Figure 1. Metal 1.
Scale bar: 50 µm. Cells faint in the background.
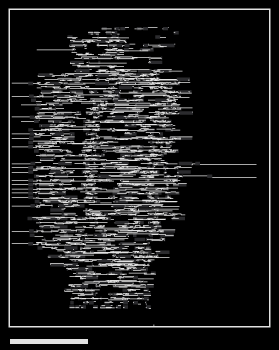
Figure 2. Signal wires on met2.
Cells faint in the background.
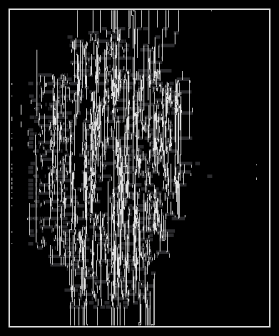
[config.mk]
export PLATFORM = sky130hd
export DESIGN_NAME = poly_eval_seq_flat
export DESIGN_NICKNAME = d
export VERILOG_FILES = /design/src/rtl/poly_eval_seq_if.sv /design/src/rtl/poly_eval_seq.sv /design/src/flat_wrapper.sv
export SDC_FILE = /design/constraint.sdc
export NUM_CORES = 1
export LEC_CHECK = 0
export CORE_ASPECT_RATIO = 1.25
export CORE_MARGIN = 10
export CORE_UTILIZATION = 24
export DETAILED_ROUTE_END_ITERATION = 7
export PLACE_DENSITY_LB_ADDON = 0.3
export SYNTH_ARGS = -nofsm -noshare
export SYNTH_HDL_FRONTEND = slang
export SYNTH_SLANG_ARGS = --single-unit
[constraint.sdc]
create_clock -name clk -period 2.9 [get_ports clk]
set_input_delay 0.58 -clock clk [delete_from_list [all_inputs] [get_ports clk]]
set_output_delay 0.58 -clock clk [all_outputs]
set_load 0.02 [all_outputs]
[src/rtl/poly_eval_seq_if.sv]
// Purpose: handshake/data bundle between a requester and poly_eval_seq.
// Latency: none, wires only.
// Backpressure: none; requester must watch busy, since a start while busy is dropped.
// Ports: start/x/coef flow requester->evaluator; busy/done/result/ovf flow back.
interface poly_eval_seq_if #(
  parameter int WIDTH  = 16,
  parameter int XWIDTH = 3,
  parameter int DEGREE = 2
);
  logic                        start;
  logic [XWIDTH-1:0]           x;
  logic [(DEGREE+1)*WIDTH-1:0] coef;
  logic                        busy;
  logic                        done;
  logic [WIDTH-1:0]            result;
  logic                        ovf;

  modport master (output start, x, coef, input busy, done, result, ovf);
  modport slave  (input start, x, coef, output busy, done, result, ovf);
endinterface

[src/rtl/poly_eval_seq.sv]
// Purpose: Horner polynomial evaluator, y = c[N]*x^N + ... + c[0], bit-serial shift-add multiply.
// Latency: done/result/ovf update DEGREE*(XWIDTH+1) cycles after an accepted start, data independent.
// Backpressure: start is only sampled in IDLE; starts while busy are dropped, never queued.
// Ports: clk, rst_n (async active-low); io.slave carries start, x, coef in and
//        busy, done (1-cycle pulse), result (held), ovf (held) out.
// Build option: define POLY_SAT_EN to clamp overflowing steps to all-ones instead of wrapping.
module poly_eval_seq #(
  parameter int WIDTH  = 16,
  parameter int XWIDTH = 3,
  parameter int DEGREE = 2
) (
  input  logic             clk,
  input  logic             rst_n,
  poly_eval_seq_if.slave   io
);

  localparam int PW = WIDTH + XWIDTH;
  localparam int KW = (DEGREE > 0) ? $clog2(DEGREE + 1) : 1;
  localparam int BW = (XWIDTH > 1) ? $clog2(XWIDTH) : 1;
  localparam logic [BW-1:0] BIT_LAST = BW'(XWIDTH - 1);

  typedef enum logic [1:0] {IDLE, MUL, ADD} state_t;

  state_t            state, state_nxt;
  logic [WIDTH-1:0]  acc;
  logic [PW-1:0]     prod;
  logic [KW-1:0]     k;
  logic [BW-1:0]     bitc;
  logic [XWIDTH-1:0] x_r;
  logic [WIDTH-1:0]  c_r [DEGREE+1];
  logic              ovf_acc;
  logic              done_r;
  logic [WIDTH-1:0]  result_r;
  logic              ovf_r;

  // One Horner step: low product bits plus the current coefficient, with carry out.
  logic [WIDTH:0]    t;
  logic              step_ovf;
  logic [WIDTH-1:0]  step_val;

  assign t        = {1'b0, prod[WIDTH-1:0]} + {1'b0, c_r[k]};
  assign step_ovf = (|prod[PW-1:WIDTH]) | t[WIDTH];

`ifdef POLY_SAT_EN
  assign step_val = step_ovf ? {WIDTH{1'b1}} : t[WIDTH-1:0];
`else
  assign step_val = t[WIDTH-1:0];
`endif

  always_ff @(posedge clk or negedge rst_n) begin
    if (!rst_n) state <= IDLE;
    else        state <= state_nxt;
  end

  always_comb begin
    state_nxt = state;
    case (state)
      IDLE:    if (io.start) state_nxt = MUL;
      MUL:     if (bitc == BIT_LAST) state_nxt = ADD;
      ADD:     state_nxt = (k == '0) ? IDLE : MUL;
      default: state_nxt = IDLE;
    endcase
  end

  always_ff @(posedge clk or negedge rst_n) begin
    if (!rst_n) begin
      acc      <= '0;
      prod     <= '0;
      k        <= '0;
      bitc     <= '0;
      x_r      <= '0;
      ovf_acc  <= 1'b0;
      done_r   <= 1'b0;
      result_r <= '0;
      ovf_r    <= 1'b0;
      for (int i = 0; i <= DEGREE; i++) c_r[i] <= '0;
    end else begin
      done_r <= 1'b0;
      case (state)
        IDLE: begin
          if (io.start) begin
            for (int i = 0; i <= DEGREE; i++) c_r[i] <= io.coef[i*WIDTH +: WIDTH];
            x_r     <= io.x;
            acc     <= io.coef[DEGREE*WIDTH +: WIDTH];
            k       <= KW'(DEGREE - 1);
            prod    <= '0;
            bitc    <= '0;
            ovf_acc <= 1'b0;
          end
        end
        MUL: begin
          // Always spend XWIDTH cycles so latency never depends on x.
          if (x_r[bitc]) prod <= prod + (PW'(acc) << bitc);
          bitc <= bitc + BW'(1);
        end
        ADD: begin
          acc     <= step_val;
          prod    <= '0;
          bitc    <= '0;
          ovf_acc <= ovf_acc | step_ovf;
          if (k == '0) begin
            result_r <= step_val;
            ovf_r    <= ovf_acc | step_ovf;
            done_r   <= 1'b1;
          end else begin
            k <= k - KW'(1);
          end
        end
        default: ;
      endcase
    end
  end

  assign io.busy   = (state != IDLE);
  assign io.done   = done_r;
  assign io.result = result_r;
  assign io.ovf    = ovf_r;

endmodule
[src/flat_wrapper.sv]
// flat-port wrapper written by rule: the top's interface ports become plain ports
module poly_eval_seq_flat 
#(
  parameter int WIDTH  = 16,
  parameter int XWIDTH = 3,
  parameter int DEGREE = 2
)
  (clk, rst_n, io_start, io_x, io_coef, io_busy, io_done, io_result, io_ovf);
  poly_eval_seq_if #(.WIDTH(WIDTH), .XWIDTH(XWIDTH), .DEGREE(DEGREE)) io_i ();
  input  logic clk;
  input  logic rst_n;
  input wire logic [$bits(io_i.start)-1:0] io_start;
  input wire logic [$bits(io_i.x)-1:0] io_x;
  input wire logic [$bits(io_i.coef)-1:0] io_coef;
  output wire logic [$bits(io_i.busy)-1:0] io_busy;
  output wire logic [$bits(io_i.done)-1:0] io_done;
  output wire logic [$bits(io_i.result)-1:0] io_result;
  output wire logic [$bits(io_i.ovf)-1:0] io_ovf;
  assign io_i.start = io_start;
  assign io_i.x = io_x;
  assign io_i.coef = io_coef;
  assign io_busy = io_i.busy;
  assign io_done = io_i.done;
  assign io_result = io_i.result;
  assign io_ovf = io_i.ovf;
  poly_eval_seq #(.WIDTH(WIDTH), .XWIDTH(XWIDTH), .DEGREE(DEGREE)) u_core (.clk(clk), .rst_n(rst_n), .io(io_i));
endmodule
==> impl_metrics.tcl <==
# place-and-route summary
set metrics [dict create \
    status "complete, no violations" \
    cts_sinks 111 \
    n_antenna_cell 0 \
    combPwrFrac 0.648 \
    synthArstFlopShare 1.000 \
    wl_met2_um 8631 \
    yosys_cells 712 \
    clock_latency_ns 0.36 \
    startpoint_type "flop" \
    r2r_cells 11 \
    swShare 0.4379 \
    critPathArrivalTime_ns 3.05 \
    critical_path.max_fanout 6 \
    seqPwrFrac 0.247 \
    dpl_cell_area_um2 7880 \
    clk_pin_slew_ns 0.08 \
    chipArea_um2 34020 \
    fmax_mhz 352.5 \
    synth_top_flop_cell "dfrtp_1" \
    most_common_cell "nand2_1" \
    floorplan.nets 804 \
    drt-total-wl_um 17630 \
    pg_clk_mw 1.24 \
    lay_top_cells "nand2_1, dfrtp_1, clkdlybuf4s50_1" \
    hold_path.class "input pin to async pin" \
    ys_sh_simple 0.1853 \
    skew_ns 0.01414 \
    die_h_um 203.7 \
]
Notes on Figure 1 above:
wire length on this layer	8120 µm
nets with wire on the layer	846
share of all routed wire	46%
main direction	horizontal

Notes on Figure 2 above:
nets with wire on the layer	697
longest straight run	111 µm

cell type report:
| class | count | area [µm²] |
|---|---|---|
| Timing Repair Buffer | 128 | 1212 |
| Clock inverter | 2 | 13.76 |
| Fill cell | 2780 | 18380 |
| Inverter | 8 | 30.03 |
| Sequential cell | 111 | 2781 |
| Clock buffer | 14 | 274.0 |
| Multi-Input combinational cell | 556 | 3617 |
| Tap cell | 345 | 431.7 |
critical path, cell delays in order, from the launching register on:
cell and delay [ns]:
dfrtp_2 0.46, mux2i_1 0.20, o21ai_1 0.09, ha_2 0.19, fa_2 0.34, a211o_1 0.26
o211ai_1 0.17, a211oi_2 0.17, o311a_1 0.41, nand2b_4 0.16, xnor2_2 0.15, o211ai_1 0.10
